==> src/rtl/inst_fetch_resp_if.sv <==
// Fetch-responder bus: PC-stage request, consumer response and byte RAM port.
`timescale 1ns/1ps
interface inst_fetch_resp_if #(
  parameter int AddrLen = 32,
  parameter int InstLen = 32
);
  logic               req_valid;
  logic [AddrLen-1:0] req_pc;
  logic               req_ready;
  logic               resp_valid;
  logic [InstLen-1:0] resp_inst;
  logic [AddrLen-1:0] resp_pc;
  logic               resp_ready;
  logic [AddrLen-1:0] mem_a;
  logic [7:0]         mem_din;
  logic               mem_wr;

  // Requester / consumer / RAM side
  modport master (
    output req_valid, req_pc, resp_ready, mem_din,
    input  req_ready, resp_valid, resp_inst, resp_pc, mem_a, mem_wr
  );

  // Fetch responder side
  modport slave (
    input  req_valid, req_pc, resp_ready, mem_din,
    output req_ready, resp_valid, resp_inst, resp_pc, mem_a, mem_wr
  );
endinterface

==> src/rtl/inst_fetch_resp.sv <==
// Instruction fetch responder: reads four bytes from a byte-wide RAM and
// returns them as one little-endian instruction word with a valid/ready handshake.
`timescale 1ns/1ps
module inst_fetch_resp #(
  parameter int AddrLen = 32,
  parameter int InstLen = 32
) (
  input  logic clk,
  input  logic rst,
  input  logic rdy,
  input  logic flush,
  inst_fetch_resp_if.slave bus
);

  typedef enum logic [1:0] {
    IDLE  = 2'd0,
    FETCH = 2'd1,
    RESP  = 2'd2
  } state_t;

  state_t             state_r;
  state_t             state_nxt_s;
  logic [1:0]         cnt_r;
  logic [1:0]         cnt_nxt_s;
  logic [AddrLen-1:0] pc_r;
  logic [AddrLen-1:0] pc_nxt_s;
  logic [AddrLen-1:0] mem_a_r;
  logic [AddrLen-1:0] mem_a_nxt_s;
  logic [AddrLen-1:0] resp_pc_r;
  logic [AddrLen-1:0] resp_pc_nxt_s;
  logic [InstLen-1:0] inst_r;
  logic [InstLen-1:0] inst_nxt_s;
  logic               resp_valid_r;
  logic               resp_valid_nxt_s;
  logic               req_ready_r;
  logic               req_ready_nxt_s;

  // State register; rdy low freezes the machine
  always_ff @(posedge clk or negedge rst) begin
    if (!rst) begin
      state_r <= IDLE;
    end else if (rdy) begin
      state_r <= state_nxt_s;
    end
  end

  // Next-state logic; flush overrides every other transition
  always_comb begin
    state_nxt_s = state_r;
    case (state_r)
      IDLE: begin
        if (flush) begin
          state_nxt_s = IDLE;
        end else if (bus.req_valid) begin
          state_nxt_s = FETCH;
        end else begin
          state_nxt_s = IDLE;
        end
      end
      FETCH: begin
        if (flush) begin
          state_nxt_s = IDLE;
        end else if (cnt_r == 2'd3) begin
          state_nxt_s = RESP;
        end else begin
          state_nxt_s = FETCH;
        end
      end
      RESP: begin
        if (flush || bus.resp_ready) begin
          state_nxt_s = IDLE;
        end else begin
          state_nxt_s = RESP;
        end
      end
      default: state_nxt_s = IDLE;
    endcase
  end

  // Datapath/output next values: address stepping, byte capture, response handshake
  always_comb begin
    pc_nxt_s         = pc_r;
    mem_a_nxt_s      = mem_a_r;
    cnt_nxt_s        = cnt_r;
    inst_nxt_s       = inst_r;
    resp_pc_nxt_s    = resp_pc_r;
    resp_valid_nxt_s = resp_valid_r;
    req_ready_nxt_s  = (state_nxt_s == IDLE);
    if (flush) begin
      resp_valid_nxt_s = 1'b0;
      cnt_nxt_s        = 2'd0;
    end else begin
      case (state_r)
        IDLE: begin
          if (bus.req_valid) begin
            // byte 0 address goes out on the acceptance edge itself
            pc_nxt_s    = bus.req_pc;
            mem_a_nxt_s = bus.req_pc;
            cnt_nxt_s   = 2'd0;
          end else begin
            cnt_nxt_s   = 2'd0;
          end
        end
        FETCH: begin
          // mem_din belongs to the address presented during this cycle
          inst_nxt_s[{cnt_r, 3'b000} +: 8] = bus.mem_din;
          if (cnt_r == 2'd3) begin
            resp_valid_nxt_s = 1'b1;
            resp_pc_nxt_s    = pc_r;
            cnt_nxt_s        = 2'd0;
          end else begin
            cnt_nxt_s   = cnt_r + 2'd1;
            // plain modular add gives the 2^AddrLen wrap
            mem_a_nxt_s = pc_r + AddrLen'(cnt_r + 2'd1);
          end
        end
        RESP: begin
          if (bus.resp_ready) begin
            resp_valid_nxt_s = 1'b0;
          end else begin
            resp_valid_nxt_s = 1'b1;
          end
        end
        default: begin
          resp_valid_nxt_s = 1'b0;
          cnt_nxt_s        = 2'd0;
        end
      endcase
    end
  end

  // Datapath and output registers, held while rdy is low
  always_ff @(posedge clk or negedge rst) begin
    if (!rst) begin
      pc_r         <= {AddrLen{1'b0}};
      mem_a_r      <= {AddrLen{1'b0}};
      cnt_r        <= 2'd0;
      inst_r       <= {InstLen{1'b0}};
      resp_pc_r    <= {AddrLen{1'b0}};
      resp_valid_r <= 1'b0;
      req_ready_r  <= 1'b1;
    end else if (rdy) begin
      pc_r         <= pc_nxt_s;
      mem_a_r      <= mem_a_nxt_s;
      cnt_r        <= cnt_nxt_s;
      inst_r       <= inst_nxt_s;
      resp_pc_r    <= resp_pc_nxt_s;
      resp_valid_r <= resp_valid_nxt_s;
      req_ready_r  <= req_ready_nxt_s;
    end
  end

  assign bus.req_ready  = req_ready_r;
  assign bus.resp_valid = resp_valid_r;
  assign bus.resp_inst  = inst_r;
  assign bus.resp_pc    = resp_pc_r;
  assign bus.mem_a      = mem_a_r;
  assign bus.mem_wr     = 1'b0;

endmodule

==> src/flat_wrapper.sv <==
// flat-port wrapper written by rule: the top's interface ports become plain ports
module inst_fetch_resp_flat 
#(
  parameter int AddrLen = 32,
  parameter int InstLen = 32
)
  (clk, rst, rdy, flush, bus_req_valid, bus_req_pc, bus_resp_ready, bus_mem_din, bus_req_ready, bus_resp_valid, bus_resp_inst, bus_resp_pc, bus_mem_a, bus_mem_wr);
  inst_fetch_resp_if #(.AddrLen(AddrLen), .InstLen(InstLen)) bus_i ();
  input  logic clk;
  input  logic rst;
  input  logic rdy;
  input  logic flush;
  input wire logic [$bits(bus_i.req_valid)-1:0] bus_req_valid;
  input wire logic [$bits(bus_i.req_pc)-1:0] bus_req_pc;
  input wire logic [$bits(bus_i.resp_ready)-1:0] bus_resp_ready;
  input wire logic [$bits(bus_i.mem_din)-1:0] bus_mem_din;
  output wire logic [$bits(bus_i.req_ready)-1:0] bus_req_ready;
  output wire logic [$bits(bus_i.resp_valid)-1:0] bus_resp_valid;
  output wire logic [$bits(bus_i.resp_inst)-1:0] bus_resp_inst;
  output wire logic [$bits(bus_i.resp_pc)-1:0] bus_resp_pc;
  output wire logic [$bits(bus_i.mem_a)-1:0] bus_mem_a;
  output wire logic [$bits(bus_i.mem_wr)-1:0] bus_mem_wr;
  assign bus_i.req_valid = bus_req_valid;
  assign bus_i.req_pc = bus_req_pc;
  assign bus_i.resp_ready = bus_resp_ready;
  assign bus_i.mem_din = bus_mem_din;
  assign bus_req_ready = bus_i.req_ready;
  assign bus_resp_valid = bus_i.resp_valid;
  assign bus_resp_inst = bus_i.resp_inst;
  assign bus_resp_pc = bus_i.resp_pc;
  assign bus_mem_a = bus_i.mem_a;
  assign bus_mem_wr = bus_i.mem_wr;
  inst_fetch_resp #(.AddrLen(AddrLen), .InstLen(InstLen)) u_core (.clk(clk), .rst(rst), .rdy(rdy), .flush(flush), .bus(bus_i));
endmodule
==> config.mk <==
export PLATFORM = sky130hd
export DESIGN_NAME = inst_fetch_resp_flat
export DESIGN_NICKNAME = d
export VERILOG_FILES = /design/src/rtl/inst_fetch_resp_if.sv /design/src/rtl/inst_fetch_resp.sv /design/src/flat_wrapper.sv
export SDC_FILE = /design/constraint.sdc
export NUM_CORES = 1
export LEC_CHECK = 0
export ABC_CLOCK_PERIOD_IN_PS = 5500
export CAP_MARGIN = 15
export CORE_AREA = 2 2 109 111
export CTS_BUF_LIST = sky130_fd_sc_hd__clkbuf_8
export DETAILED_ROUTE_END_ITERATION = 6
export DIE_AREA = 0 0 111 113
export GPL_ROUTABILITY_DRIVEN = 0
export PLACE_DENSITY = 0.87
export SYNTH_ARGS = -nofsm -noshare
export SYNTH_HDL_FRONTEND = slang
export SYNTH_SLANG_ARGS = --single-unit
export TNS_END_PERCENT = 100
==> constraint.sdc <==
create_clock -name clk -period 5.5 [get_ports clk]
set_clock_uncertainty 0.1 [all_clocks]
set_input_delay 1.1 -clock clk [delete_from_list [all_inputs] [get_ports clk]]
set_output_delay 1.1 -clock clk [all_outputs]
set_load 0.01 [all_outputs]
==> impl_metrics.toml, run 1 <==
# synthesis and place-and-route metrics
[sta]
final-setup-viol-count = 0
fin_ws_ps = 1460
rsz0062_at_grt = "no"

[clock_network]
cts.sink_count = 134
cts-root-buf = "clkbuf_8"
post-cts-setup-buffer-count = 0
clkTransAtPathRegs_ps = 70
clock_latency_ps = 440

[layout]
fin_area_sq_um = 8204
buffers = 147
final_nets = 761
combGateArea_sq_um = 2703
fillers = 740
mostFrequentLayoutCells = "142 x clkdlybuf4s50_1, 133 x dfrtp_1, 82 x nand2_1"
area_delta_synth_final_pct = 31.80
comb_cells = 390
stdcell_count = 858

[setup_path]
cp-startpoint = "u_core.state_r[1]"
critPathTopFamily = "simple AND/OR/NAND/NOR gates"
crit_cells = 7
reg2reg_slack_ps = 1460
crit_type = "reg2reg"
crit_fanout = 28
slowest_delay_ps = 1000
cp_data_arrival_time_ps = 4310
critPathCapture = "u_core.bus.resp_inst[26]"

[logic_synthesis]
synthAdderAreaFrac_pct = 2.734
synth_flops = 134
syn_area_sq_um = 6225
synth_nets = 627
ys_sh_mux_pct = 11.18
yosys-stat-area_sq_um = 6225
ys_warn_count = 0
xor_area_share_pct = 3.658

[floorplan]
fp.dieH_um = 113
row_count = 39
dieArea_sq_um = 12540

[placement]
placed_cells = 826
post_dp_cell_area_sq_um = 7744

[global_routing]
grt_usage_pct = 27.37
globalRouteOverflowTotal = 0
grt_pass1_vias = 5357
met1_usage_pct = 34.31

[power_and_ir_drop]
power.total_uw = 2977
seq_power_uw = 1320
p_seq_share_pct = 44.3
p_comb_uw = 705
leakagePower_uw = 0.003487

[run_status]
status = "finished, final reports clean"

[routing]
dr.first_iter.drc_count = 342
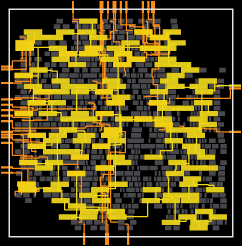
run_1/io_fan.png
Drawn at 2 px/um.
port	color	bits	direction	edge	end cells	buffers	wire
`bus_mem_a`	orange	32	output	14 left, 12 top, 4 bottom, 2 right	32	32	1,330 um
`rst`	yellow	1	input	right	134	2	908 um

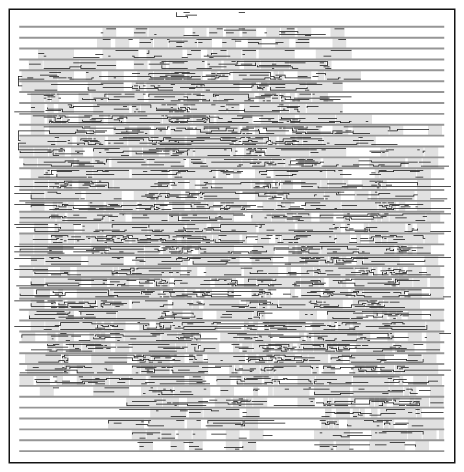
run_1/layer_met1.png
Drawn at 4 px/um. Supply wires on this layer in gray. Cells faint in the background.
wire length on this layer	6,850 um
share of all routed wire	42%
longest straight run	36.3 um

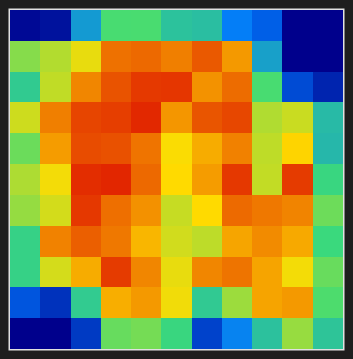
run_1/cell_density.png
Drawn at 3 px/um. 11 x 11 tiles, from dark blue (low) to red (high), 0 to 100% covered.
fullest tile	96%
nearly empty tiles	5.8%
tiles over 75% full	46%
emptiest ninth of the die	upper right

==> inputs of run 2 (changes only) <==
--- a/config.mk
+++ b/config.mk
@@ -5,14 +5,14 @@
 export SDC_FILE = /design/constraint.sdc
 export NUM_CORES = 1
 export LEC_CHECK = 0
-export ABC_CLOCK_PERIOD_IN_PS = 5500
+export ABC_CLOCK_PERIOD_IN_PS = 4100
 export CAP_MARGIN = 15
-export CORE_AREA = 2 2 109 111
+export CORE_AREA = 2 2 113 115
 export CTS_BUF_LIST = sky130_fd_sc_hd__clkbuf_8
 export DETAILED_ROUTE_END_ITERATION = 6
-export DIE_AREA = 0 0 111 113
+export DIE_AREA = 0 0 115 117
 export GPL_ROUTABILITY_DRIVEN = 0
-export PLACE_DENSITY = 0.87
+export PLACE_DENSITY = 0.81
 export SYNTH_ARGS = -nofsm -noshare
 export SYNTH_HDL_FRONTEND = slang
 export SYNTH_SLANG_ARGS = --single-unit
==> constraint.sdc (replaced) <==
create_clock -name clk -period 4.1 [get_ports clk]
set_clock_uncertainty 0.1 [all_clocks]
set_input_delay 0.82 -clock clk [delete_from_list [all_inputs] [get_ports clk]]
set_output_delay 0.82 -clock clk [all_outputs]
set_load 0.01 [all_outputs]
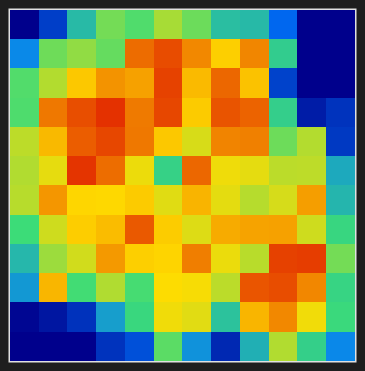
run_2/cell_density.png
Drawn at 3 px/um. 12 x 12 tiles, from dark blue (low) to red (high), 0 to 100% covered.
nearly empty tiles	7.6%
tiles over 75% full	38%
mean over tiles	60%
emptiest ninth of the die	upper right
fullest tile	94%

==> impl_metrics.toml, run 2 <==
# synthesis and place-and-route metrics
[layout]
area_delta_synth_final_pct = 31.90
fillers = 906
mostFrequentLayoutCells = "142 x clkdlybuf4s50_1, 133 x dfrtp_1, 82 x nand2_1"
fin_util_pct = 66.69
combGateArea_sq_um = 2703
stdcell_count = 870
drive_gt1_share_pct = 16.11
comb_cells = 390
buffers = 152
fin_area_sq_um = 8210
final_nets = 766

[routing]
dr.first_iter.drc_count = 435
wl_met3_um = 1338

[setup_path]
critPathCapture = "u_core.bus.mem_a[28]"
cp-startpoint = "u_core.cnt_r[0]"
crit_cells = 8
cp_data_arrival_time_ps = 3250
slowest_delay_ps = 790
crit_fanout = 15
cpMaxStageDelayCell = "a2bb2oi_2"
critPathTopFamily = "AND-OR/OR-AND gates"
crit_type = "reg2reg"
reg2reg_slack_ps = 1040

[placement]
placed_cells = 838
post_dp_cell_area_sq_um = 7811

[floorplan]
row_count = 41
fp.dieH_um = 117
tap_cells = 150
dieArea_sq_um = 13460

[power_and_ir_drop]
seq_power_uw = 1770
power.total_uw = 3828
p_comb_uw = 953
leakagePower_uw = 0.003491

[global_routing]
grt_pass1_vias = 5135
grt_usage_pct = 25.26
met1_usage_pct = 32.72
globalRouteOverflowTotal = 0
grt_use_met2_pct = 40.67

[run_status]
status = "finished, final reports clean"

[clock_network]
clk_path_buf_depth = 2
clkTransAtPathRegs_ps = 80
cts.sink_count = 134
post-cts-setup-buffer-count = 0
clock_latency_ps = 440
cts-root-buf = "clkbuf_8"

[sta]
fin_ws_ps = 1037
finalCritPeriodShare_pct = 74.70
slew_headroom_pct = 30.85
final-setup-viol-count = 0
rsz0062_at_grt = "no"

[logic_synthesis]
ys_sh_aoi_pct = 11.26
ys_sh_mux_pct = 11.18
synthAdderAreaFrac_pct = 2.734
synth_nets = 627
yosys-stat-area_sq_um = 6225
xor_area_share_pct = 3.658
syn_area_sq_um = 6225
synth_flops = 134
ys_warn_count = 0
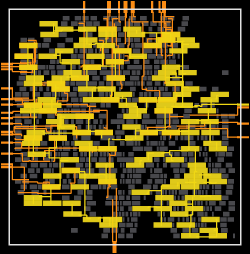
run_2/io_fan.png
Drawn at 2 px/um.
port	color	bits	direction	edge	end cells	buffers	wire
`rst`	yellow	1	input	right	134	2	883 um
`bus_mem_a`	orange	32	output	15 left, 12 top, 3 right, 2 bottom	32	32	1,370 um

